**Routing congestion**

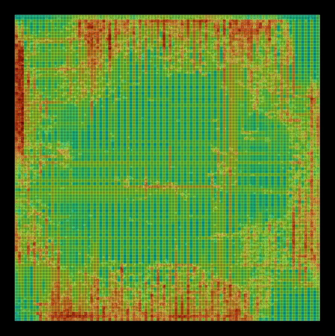
**Placement by cell class**

The bar under the picture is 200 um long.
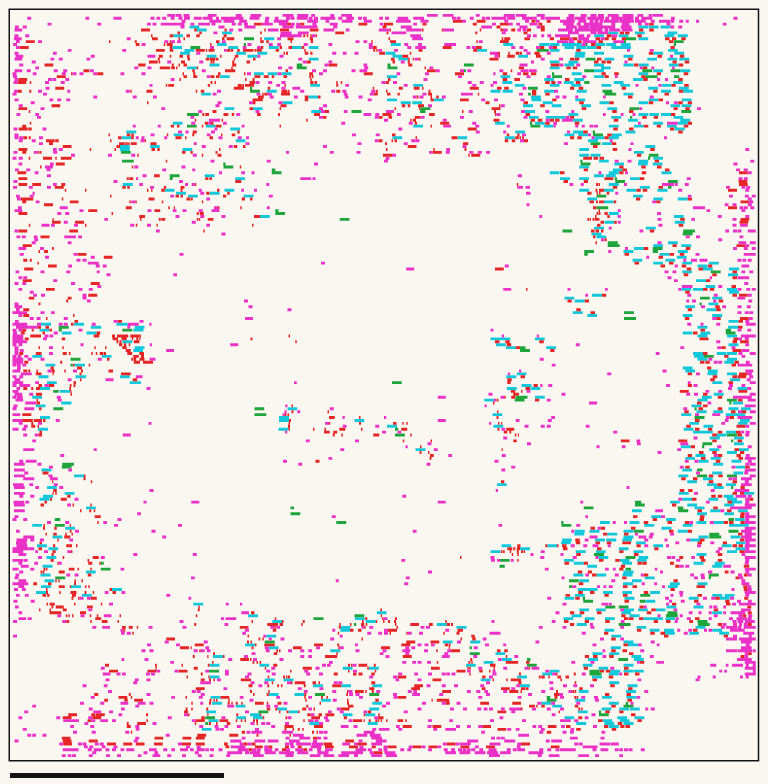
**Routed metal per tile**

The bar under the picture is 200 um long. The die is cut into 35 by 35 equal tiles; dark purple is low, yellow is high, scaled to the fullest tile. Values are wire area over tile area, all layers added.
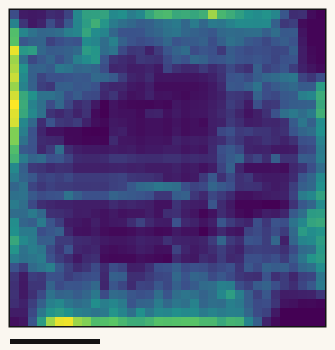
<file path="src/rtl/aheap_lbus_ctrl.sv">
// Shares the host local bus among the AHeap table stages, running one cs_n/ack_n transaction at a time.
// Optional transaction watchdog is enabled by defining AHEAP_LBUS_TIMEOUT_EN.
module aheap_lbus_ctrl #(
  parameter int STAGE_NUM = 6,
  parameter int ADDR_W    = 14,
  parameter int DATA_W    = 192,
  parameter int TIMEOUT   = 255
) (
  input  logic                          Clk,
  input  logic                          Reset_N,
  input  logic                          local_cs_n,
  input  logic                          local_rw,
  input  logic [ADDR_W+2:0]             local_addr,
  input  logic [DATA_W-1:0]             local_wdata,
  output logic [DATA_W-1:0]             local_rdata,
  output logic                          local_ack_n,
  output logic                          local_err,
  output logic [STAGE_NUM-1:0]          tab_cs_n,
  output logic                          tab_rw,
  output logic [ADDR_W-1:0]             tab_addr,
  output logic [DATA_W-1:0]             tab_wdata,
  input  logic [STAGE_NUM*DATA_W-1:0]   tab_rdata,
  input  logic [STAGE_NUM-1:0]          tab_ack_n
);

  typedef enum logic [1:0] {IDLE, ISSUE, WAIT, ACK} state_t;

  localparam logic [3:0]           STAGE_LIM = 4'(STAGE_NUM);
  localparam logic [STAGE_NUM-1:0] CS_ONE    = STAGE_NUM'(1);

  state_t              state_reg, state_next;
  logic [2:0]          sel_reg, sel_next;
  logic                err_reg, err_next;
  logic                req_rw_reg, req_rw_next;
  logic [ADDR_W-1:0]   req_addr_reg, req_addr_next;
  logic [DATA_W-1:0]   req_wdata_reg, req_wdata_next;
  logic [STAGE_NUM-1:0] tab_cs_n_reg, tab_cs_n_next;
  logic                tab_rw_reg, tab_rw_next;
  logic [ADDR_W-1:0]   tab_addr_reg, tab_addr_next;
  logic [DATA_W-1:0]   tab_wdata_reg, tab_wdata_next;
  logic [DATA_W-1:0]   rdata_reg, rdata_next;
  logic                ack_n_reg, ack_n_next;
  logic                lerr_reg, lerr_next;

  logic [2:0]          sel_in;
  logic                stage_ok;

  // Pad the per-stage ack/rdata to the full 3-bit index range; absent stages never ack.
  logic [7:0]          ack_pad;
  logic [DATA_W-1:0]   rdata_arr [8];

  for (genvar gi = 0; gi < 8; gi++) begin : g_pad
    if (gi < STAGE_NUM) begin : g_live
      assign ack_pad[gi]   = tab_ack_n[gi];
      assign rdata_arr[gi] = tab_rdata[gi*DATA_W +: DATA_W];
    end else begin : g_none
      assign ack_pad[gi]   = 1'b1;
      assign rdata_arr[gi] = '0;
    end
  end

  assign sel_in   = local_addr[ADDR_W+2:ADDR_W];
  assign stage_ok = ({1'b0, sel_in} < STAGE_LIM);

`ifdef AHEAP_LBUS_TIMEOUT_EN
  localparam int                WDOG_W   = $clog2(TIMEOUT + 1);
  localparam logic [WDOG_W-1:0] WDOG_MAX = WDOG_W'(TIMEOUT);
  logic [WDOG_W-1:0] wdog_reg, wdog_next;

  always_ff @(posedge Clk or posedge Reset_N) begin
    if (Reset_N) wdog_reg <= '0;
    else         wdog_reg <= wdog_next;
  end
`endif

  always_ff @(posedge Clk or posedge Reset_N) begin
    if (Reset_N) begin
      state_reg     <= IDLE;
      sel_reg       <= '0;
      err_reg       <= 1'b0;
      req_rw_reg    <= 1'b0;
      req_addr_reg  <= '0;
      req_wdata_reg <= '0;
      tab_cs_n_reg  <= '1;
      tab_rw_reg    <= 1'b0;
      tab_addr_reg  <= '0;
      tab_wdata_reg <= '0;
      rdata_reg     <= '0;
      ack_n_reg     <= 1'b1;
      lerr_reg      <= 1'b0;
    end else begin
      state_reg     <= state_next;
      sel_reg       <= sel_next;
      err_reg       <= err_next;
      req_rw_reg    <= req_rw_next;
      req_addr_reg  <= req_addr_next;
      req_wdata_reg <= req_wdata_next;
      tab_cs_n_reg  <= tab_cs_n_next;
      tab_rw_reg    <= tab_rw_next;
      tab_addr_reg  <= tab_addr_next;
      tab_wdata_reg <= tab_wdata_next;
      rdata_reg     <= rdata_next;
      ack_n_reg     <= ack_n_next;
      lerr_reg      <= lerr_next;
    end
  end

  always_comb begin
    state_next     = state_reg;
    sel_next       = sel_reg;
    err_next       = err_reg;
    req_rw_next    = req_rw_reg;
    req_addr_next  = req_addr_reg;
    req_wdata_next = req_wdata_reg;
    tab_cs_n_next  = tab_cs_n_reg;
    tab_rw_next    = tab_rw_reg;
    tab_addr_next  = tab_addr_reg;
    tab_wdata_next = tab_wdata_reg;
    rdata_next     = rdata_reg;
    ack_n_next     = ack_n_reg;
    lerr_next      = lerr_reg;
`ifdef AHEAP_LBUS_TIMEOUT_EN
    wdog_next      = wdog_reg;
`endif
    case (state_reg)
      IDLE: begin
        if (!local_cs_n && ack_n_reg) begin
          req_rw_next    = local_rw;
          req_addr_next  = local_addr[ADDR_W-1:0];
          req_wdata_next = local_wdata;
          sel_next       = sel_in;
          if (!stage_ok) begin
            err_next   = 1'b1;
            rdata_next = '0;
            state_next = ACK;
          end else begin
            err_next   = 1'b0;
            state_next = ISSUE;
          end
        end
      end
      ISSUE: begin
        // Strobe and bus fields launch on the same edge so stages see them together.
        tab_cs_n_next  = ~(CS_ONE << sel_reg);
        tab_rw_next    = req_rw_reg;
        tab_addr_next  = req_addr_reg;
        tab_wdata_next = req_wdata_reg;
`ifdef AHEAP_LBUS_TIMEOUT_EN
        wdog_next      = '0;
`endif
        state_next     = WAIT;
      end
      WAIT: begin
        if (!ack_pad[sel_reg]) begin
          tab_cs_n_next = '1;
          rdata_next    = req_rw_reg ? rdata_arr[sel_reg] : '0;
          err_next      = 1'b0;
          ack_n_next    = 1'b0;
          lerr_next     = 1'b0;
          state_next    = ACK;
        end
`ifdef AHEAP_LBUS_TIMEOUT_EN
        else if (wdog_reg == WDOG_MAX) begin
          tab_cs_n_next = '1;
          rdata_next    = '1;
          err_next      = 1'b1;
          ack_n_next    = 1'b0;
          lerr_next     = 1'b1;
          state_next    = ACK;
        end else begin
          wdog_next = wdog_reg + 1'b1;
        end
`endif
      end
      ACK: begin
        // Leave only once the host and the stage have both released, so a lingering stage ack cannot leak into the next request.
        if (local_cs_n && ack_pad[sel_reg]) begin
          ack_n_next = 1'b1;
          lerr_next  = 1'b0;
          state_next = IDLE;
        end else begin
          ack_n_next = 1'b0;
          lerr_next  = err_reg;
        end
      end
      default: state_next = IDLE;
    endcase
  end

  assign local_rdata = rdata_reg;
  assign local_ack_n = ack_n_reg;
  assign local_err   = lerr_reg;
  assign tab_cs_n    = tab_cs_n_reg;
  assign tab_rw      = tab_rw_reg;
  assign tab_addr    = tab_addr_reg;
  assign tab_wdata   = tab_wdata_reg;

endmodule

</file>
<file path="config.mk">
export PLATFORM = sky130hd
export DESIGN_NAME = aheap_lbus_ctrl
export DESIGN_NICKNAME = d
export VERILOG_FILES = /design/src/rtl/aheap_lbus_ctrl.sv
export SDC_FILE = /design/constraint.sdc
export NUM_CORES = 2
export LEC_CHECK = 0
export CAP_MARGIN = 40
export CELL_PAD_IN_SITES_DETAIL_PLACEMENT = 0
export CELL_PAD_IN_SITES_GLOBAL_PLACEMENT = 1
export CORE_AREA = 2 2 696 698
export DETAILED_ROUTE_END_ITERATION = 16
export DIE_AREA = 0 0 698 700
export PLACE_DENSITY = 0.38
export SYNTH_ARGS = -nofsm -noshare
export SYNTH_HDL_FRONTEND = slang
export SYNTH_SLANG_ARGS = --single-unit
</file>
<file path="constraint.sdc">
create_clock -name Clk -period 26.8 [get_ports Clk]
set_input_delay 2.68 -clock Clk [delete_from_list [all_inputs] [get_ports Clk]]
set_output_delay 2.68 -clock Clk [all_outputs]
set_load 0.1 [all_outputs]
</file>
==> run notes <==
Summary of the current implementation state.

- The pin count of the biggest net entering global routing is 141, for reference.
- The most common logic cell in the final layout is sky130_fd_sc_hd__clkdlybuf4s50_1.
- Sorting the synthesized cells by area gives the leading types as sky130_fd_sc_hd__dfrtp_1 (47%), sky130_fd_sc_hd__mux2_2 (14%), sky130_fd_sc_hd__mux4_2 (13%), sky130_fd_sc_hd__mux2i_1 (5.9%), sky130_fd_sc_hd__nand2_1 (5.6%).
- The largest driver fanout on the critical path is 128, for reference.
- In the post-route analysis, the smallest setup slack over all paths is 20.94 ns.
- Counting flops with an async set or reset pin after synthesis yields a share of 1.00.
- The post-synth register bit count is 620.
- Clock network power for this build is 1.43 mW.
- After layout, the setup clock skew is reported as 0.0330 ns.
- The arrival time reported for the critical path endpoint is 6.83 ns, for reference.
- Ranked by power, first place goes to combinational cells.
- Averaged over all synthesized cells, the footprint is 12.3 um^2.
- For this design the ratio of total power to cell area is 128 mW/mm^2.
- The total DRC errors in the routed layout is 0, for reference.
- Yosys mapped a number of flops with a built-in enable equal to 0.
- Hold analysis shows the worst path with a depth of 2.
- The final critical-path required period is 5.86 ns, for reference.
- Dividing the final minimum period by the clock period gives 0.219.
- Clock tree synthesis selected as its root buffer the cell sky130_fd_sc_hd__clkbuf_16.
- The netlist uses 37 different library cells.
- Per the post-synthesis report, the nets total 4044.
- For this configuration, the core starts out at a cell density of 0.0683.
- After clock tree synthesis, the repair step resized 0 gates.
- The first global-routing pass estimated 473000 um of wire.
- The number of placed instances with taps included is 11000, for reference.
- According to the timing report, the critical path is launched from Reset_N.
- Among all cell types in the netlist, the one instantiated most often is sky130_fd_sc_hd__dfrtp_1.
- The standard cell with the maximum stage delay on the critical path is sky130_fd_sc_hd__buf_4, for reference.
- Looking at the max-slew report, the worst-margin pin has a slew of 1.47 ns.
- The multiplexer share of the synthesized area is 0.335, for reference.
- The count of non-filler cells in the finished layout is 11200, for reference.
- The placement stage leaves a total instance area of 0.0643 mm^2.
- The initial antenna violation count is 393, for reference.
- STA classifies the critical path startpoint as an input port.
- The fraction of met1 tracks used by global routing is 0.178, for reference.
- Of the synthesized area, sequential elements account for 0.473.
- The worst hold path class is flip-flop to flip-flop, for reference.
- Endpoints failing hold in the final report were tallied at 0.
- According to the floorplan report, the die height is 700 um.
- The origin of the critical flop-to-flop path is sel_reg[0]$_DFFE_PP0P_, for reference.
- The number of buffer cells added on primary ports is 1777, for reference.
- Setup repair after global routing left no endpoint under its margin.
- The xor-xnor portion of the synthesized cell area is 0, for reference.
- The number of setup buffers added after CTS is 0.
- In the layout the commonest cells are sky130_fd_sc_hd__clkdlybuf4s50_1 (1615), sky130_fd_sc_hd__dfrtp_1 (611), sky130_fd_sc_hd__nand2_1 (486).
- The global routing usage on met2 is 0.256, for reference.
- The share of total power in sequential cells is 0.187, for reference.
- The overall power after layout is 8.73 mW, for reference.
- OpenROAD emitted warnings numbering 46.
- The clock reaches the later pin of the worst-skew pair after 0.82 ns.
- The power report attributes to the clock group a share of 0.163.
- In the hold report, the worst path ends at local_rdata[70]$_DFFE_PP0P_.
- The area of all placed cells without fillers is 0.0680 mm^2, for reference.
- The total cells reported by yosys after synthesis is 2668, for reference.
- The largest area contributor in the synthesized netlist is sky130_fd_sc_hd__dfrtp_1, for reference.
- The synthesis-to-layout area growth is 107%, for reference.
- The biggest combinational cell group after synthesis is multiplexers, for reference.
- According to the I/O placement log, the pin count is 1778.
- STA puts the critical path data required time at 27.77 ns.
- The chip occupies 0.489 mm^2.
- The launch point of the worst hold path is local_rdata[70]$_DFFE_PP0P_, for reference.
- The most used flip-flop cell after synthesis is sky130_fd_sc_hd__dfrtp_1.
- The TritonCTS clock tree is yes, for reference.
- The count of TritonRoute iterations in the first routing pass is 5, for reference.
- The number of gates on the worst path with buffers counted is 8, for reference.
- STA classifies the critical path endpoint as an asynchronous set/reset pin.
- The critical path is of the input port to asynchronous set/reset pin type.
- The internal reg-to-reg setup slack is 22.51 ns, for reference.
- The filler cells instantiated in the layout total 54100.
- The adder-cell share of the synthesized area is 0.00190, for reference.
- The script reports the combined buffer and inverter count of the critical path as 8.
- The setup TNS after final layout is 0 ns, for reference.
- The flow ran to the end, and the final reports show no timing, DRC or antenna violations.
- By count the netlist is led by sky130_fd_sc_hd__dfrtp_1 (613), sky130_fd_sc_hd__nand2_1 (486), sky130_fd_sc_hd__mux2_2 (417), sky130_fd_sc_hd__o21ai_0 (235), sky130_fd_sc_hd__mux2i_1 (195).
Back to the opening pictures, 'routing congestion':
met3 GRT Util: 0.0807
average wire per standard cell: 34.6 um
final core occ: 0.141
Global Route Usage Sum: 0.154
global route hottest layer: met2

Back to the opening pictures, 'placement by cell class':
| class | color | cells | share of their area |
|---|---|---|---|
| registers | cyan | 620 | 26% |
| remaining buffers and delay cells | magenta | 2113 | 41% |
| clock drivers and dummy loads | green | 175 | 5.7% |
| remaining logic cells | red | 1829 | 27% |
register share of the cell area: 0.228
core footprint: 0.481 mm^2
Row Count: 255

Back to the opening pictures, 'routed metal per tile':
mean over tiles: 0.14
densest ninth of the die: north-west
emptiest ninth of the die: center
nearly empty tiles: 3.1%
Via Count: 33000
total wirelength of the detailed-routed design: 390000 um

[layout make-up]
type / count / area (um^2) / share of cell area
well taps: 6425 / 8040 / 0.118
repair buffers: 2113 / 24600 / 0.362
inverters: 8 / 45.0 / 0.000662
flip-flops and latches: 620 / 15500 / 0.228
clock buffers: 128 / 2740 / 0.0402
multi-input cells: 1821 / 16100 / 0.237
diodes: 87 / 218 / 0.00320
clock inverters: 47 / 696 / 0.0102
[metal layers]
metal / wire length [um] / part of all wire
met1: 153000 / 0.39
met2: 181000 / 0.47
met3: 44400 / 0.11
met4: 9510 / 0.024
met5: 1220 / 0.0031
[worst min-delay path, cell delays in order, from the launching register on]
cell and delay (ns):
sky130_fd_sc_hd__dfrtp_1 0.35, sky130_fd_sc_hd__nand2_2 0.06, sky130_fd_sc_hd__o21ai_2 0.04
Power is estimated from default activity; no workload was simulated.
